==> config.mk <==
export PLATFORM = sky130hd
export DESIGN_NAME = alu
export DESIGN_NICKNAME = d
export VERILOG_FILES = /design/src/rtl/alu.sv
export SDC_FILE = /design/constraint.sdc
export NUM_CORES = 1
export LEC_CHECK = 0
export ABC_AREA = 1
export CAP_MARGIN = 25
export CORE_MARGIN = 2
export CORE_UTILIZATION = 45
export DETAILED_ROUTE_END_ITERATION = 7
export GPL_ROUTABILITY_DRIVEN = 0
export GPL_TIMING_DRIVEN = 0
export PLACE_DENSITY = 0.73
export SYNTH_ARGS = -nofsm -noshare
export SYNTH_HDL_FRONTEND = slang
export SYNTH_SLANG_ARGS = --single-unit
==> constraint.sdc <==
create_clock -name vclk -period 3.4
set_clock_uncertainty 0.15 [all_clocks]
set_input_delay 0.51 -clock vclk [all_inputs]
set_output_delay 0.51 -clock vclk [all_outputs]
set_load 0.02 [all_outputs]
**Run 1: placed standard cells**

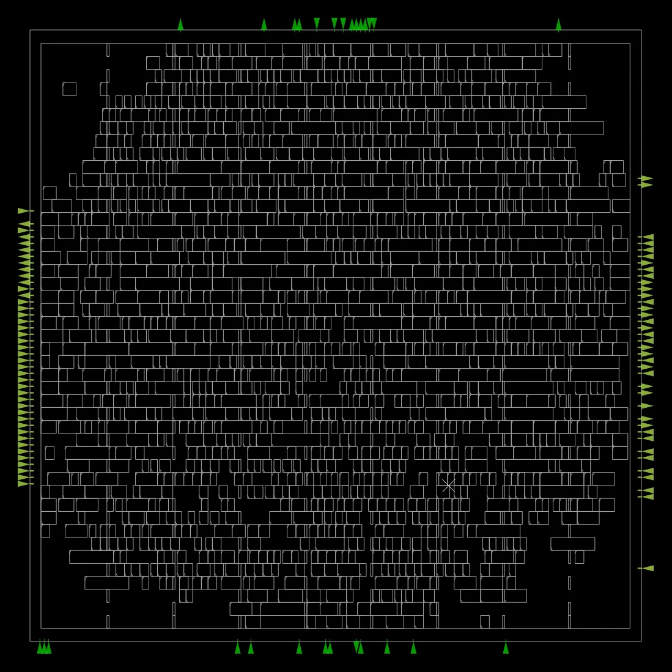
flop share of the area: 0%
seq_cells: 0
Core Area: 0.01509 mm^2
# fillers: 1207
Tapcells: 188

**Run 1: M4 wires**

Bar = 50 um. Supply wires on this layer in grey.
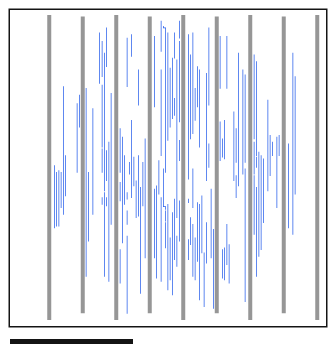
wire length on this layer = 3070 um
main direction = vertical
longest straight run = 76.2 um
share of all routed wire = 8.9%
via count: 10200
WL final: 34.65 mm

**Run 1: M1 wires**

Bar = 50 um. Supply wires on this layer in grey.
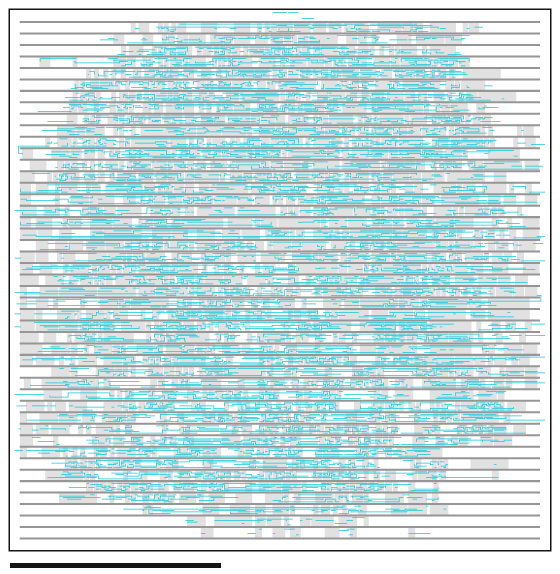
longest straight run = 55.2 um
main direction = horizontal
M1 GR Usage: 46.51%

==> results.cfg, run 1 <==
; physical design summary
[power_and_ir_drop]
p_leak_uw = 0.005305
swShare_pct = 61.27
p_sw_uw = 1373
powerComb_uw = 2240
p_int_uw = 867.7
power_clock_uw = 0

[floorplanning]
fp_util_pct = 45.83
die_y_um = 128.0
io_pins = 107

[final_layout]
n_clock_buffer = 0
final-clk-cell-share_pct = 0
largest_class = combinational gates
nonClockInverterCount = 197
mostFrequentLayoutCell = nand2_1
area_delta_synth_final_pct = 52.51
buf_share_pct = 18.16

[synth]
logic_family = simple AND/OR/NAND/NOR gates
simple_gate_share_pct = 40.64
synthDistinctLibCells = 46
synthAoiAreaFrac_pct = 16.68
mux_area_share_pct = 0.1447
synthAdderAreaFrac_pct = 23.27

[route]
wl_met2_mm = 14.83
drtAntennaViolNets = 0
route.detailed.drc = 1
wire_per_inst_um = 21.14
met1_length_mm = 12.40

[final_timing]
maxSlewHeadroom_pct = 41.17
finalHoldViolations = 0
setup_tns_ps = -4901
period_needed_ps = 4036
setup_slack_ps = -635.8
finalCritPeriodShare_pct = 118.7
setup_violations = 25

[flow_run]
warnings = 104
cap_violations = 0

[global_route]
grt_first_pass_wirelength_mm = 48.39
grt_pass1_vias = 9066
grt-ovfl-total = 0

[outcome]
status = complete, but fails checks
failed_checks = design-rule violations, negative setup slack

[min_path]
whs_path_depth = 5

[worst_setup_path]
end_kind = output port
worst-path-stages = 20
critPathKind = input port to output port

[clocking]
cts_setup_buffers = 50
==> run 2, diff against run 1 <==
--- a/config.mk
+++ b/config.mk
@@ -6,6 +6,7 @@
 export NUM_CORES = 1
 export LEC_CHECK = 0
 export ABC_AREA = 1
+export ABC_CLOCK_PERIOD_IN_PS = 3400
 export CAP_MARGIN = 25
 export CORE_MARGIN = 2
 export CORE_UTILIZATION = 45
**Run 2: cell sizes after repair**

Bar = 50 um.
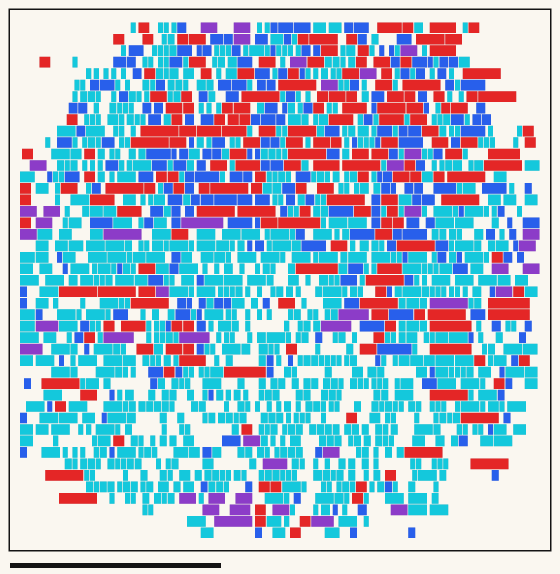
purple -> drive 6 and up  # cells 42, share 2.9%
cyan -> drive 1 or less  # cells 962, share 66%
blue -> drive 2  # cells 253, share 17%
red -> drive 3 to 4  # cells 194, share 13%
setup ws final: -635.8 ps
Signal buffers: 225
Area Growth Syn to Fin: 52.51%
post-route cell area: 0.01055 mm^2

==> run 2 against run 1 <==
Net effect:
- the flow still finishes with violations (design-rule violations, negative setup slack)
- total power unchanged
- critical endpoint unchanged
- global-route usage did not move
- sequential cell count unchanged
- highest routed layer unchanged
- maximum frequency is the same
==> results.cfg, run 2 <==
; physical design summary
[power_and_ir_drop]
p_sw_uw = 1373
powerComb_uw = 2240
p_leak_uw = 0.005305
p_int_uw = 867.7
swShare_pct = 61.27

[route]
met1_length_mm = 12.40
wl_met2_mm = 14.83
route.detailed.drc = 1
num_vias = 10200
drtAntennaViolNets = 0

[synth]
mux_area_share_pct = 0.1447
synthAdderAreaFrac_pct = 23.27
simple_gate_share_pct = 40.64
synthDistinctLibCells = 46
synthAoiAreaFrac_pct = 16.68

[final_timing]
period_needed_ps = 4036
setup_slack_ps = -635.8
maxSlewHeadroom_pct = 41.17
setup_violations = 25
finalCritPeriodShare_pct = 118.7

[final_layout]
final-clk-cell-share_pct = 0
largest_class = combinational gates
mostFrequentLayoutCell = nand2_1
nFillCells = 1207
sh_seq_area_pct = 0
nonClockInverterCount = 197
n_clock_buffer = 0

[outcome]
failed_checks = design-rule violations, negative setup slack
status = complete, but fails checks

[global_route]
grt-ovfl-total = 0
met1_usage_pct = 46.51

[worst_setup_path]
worst-path-stages = 20
end_kind = output port

[clocking]
cts_setup_buffers = 50

[floorplanning]
core_mm2 = 0.01509
io_pins = 107
nWellTaps = 188
fp_util_pct = 45.83

[flow_run]
warnings = 104
cap_violations = 0

[min_path]
whs_path_depth = 5
==> run 3, diff against run 2 <==
--- a/config.mk
+++ b/config.mk
@@ -9,11 +9,10 @@
 export ABC_CLOCK_PERIOD_IN_PS = 3400
 export CAP_MARGIN = 25
 export CORE_MARGIN = 2
-export CORE_UTILIZATION = 45
+export CORE_UTILIZATION = 40
 export DETAILED_ROUTE_END_ITERATION = 7
-export GPL_ROUTABILITY_DRIVEN = 0
 export GPL_TIMING_DRIVEN = 0
-export PLACE_DENSITY = 0.73
+export PLACE_DENSITY = 0.67
 export SYNTH_ARGS = -nofsm -noshare
 export SYNTH_HDL_FRONTEND = slang
 export SYNTH_SLANG_ARGS = --single-unit
**Run 3: wiring heat map**

Bar = 50 um. The die is cut into 27 by 27 equal tiles; dark purple is low, yellow is high, scaled to the fullest tile. Values are wire area over tile area, all layers added.
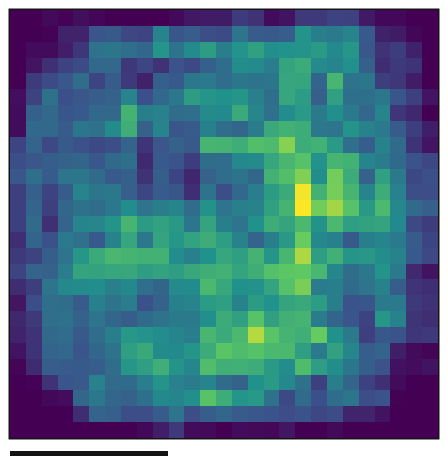
mean over tiles = 0.33
tiles over half the peak = 25%
fullest tile = 0.94
nearly empty tiles = 7.8%
emptiest ninth of the die = top left
WL final: 35.47 mm
wire length per cell: 21.01 um

==> run 3 against run 2 <==
Net effect:
- the flow finishes with violations (negative setup slack)
- total power fell by 1.7%
- non-clock buffer count rose by 12
- maximum frequency fell by 1.4%
- area after synthesis did not move
- routed wire length rose by 2.4%
- count of clock-buffer cells in the layout did not move
- worst setup slack got worse by 56 ps
- synthesized cell count did not move
- via count fell by 4.1%
- critical endpoint unchanged
- largest cell class unchanged
==> results.cfg, run 3 <==
; physical design summary
[floorplanning]
core_mm2 = 0.01712
io_pins = 107
nWellTaps = 225

[final_layout]
nonClockInverterCount = 197
area_delta_synth_final_pct = 50.73
nFillCells = 1650
sh_seq_area_pct = 0
final_area_mm2 = 0.01042
final-clk-cell-share_pct = 0
mostFrequentLayoutCell = nand2_1
signal_buffers = 237
largest_class = combinational gates

[power_and_ir_drop]
p_int_uw = 861.4
p_sw_uw = 1340
powerComb_uw = 2200
swShare_pct = 60.88
p_leak_uw = 0.005281
power_clock_uw = 0

[outcome]
failed_checks = negative setup slack
status = complete, but fails checks

[worst_setup_path]
end_kind = output port
crit_path_top_delay_cell = ha_1

[final_timing]
finalCritPeriodShare_pct = 120.3
maxSlewHeadroom_pct = 48.04
setup_violations = 29
setup_tns_ps = -4721
setup_slack_ps = -691.4

[clocking]
cts_setup_buffers = 66

[route]
wl_met2_mm = 15.80
num_vias = 9783
met1_length_mm = 14.19
drtAntennaViolNets = 0
wl_met3_mm = 3.552

[flow_run]
warnings = 104
cap_violations = 0

[synth]
simple_gate_share_pct = 40.64
synthTopCellsByArea = ha_1 23%, nand2_1 18%, nand3_1 12%
synthAoiAreaFrac_pct = 16.68
most_common_cell = nand2_1

[min_path]
whs_path_depth = 5

[global_route]
grt-ovfl-total = 0
Power figures rest on the tool's default switching activity, not on a simulated workload.
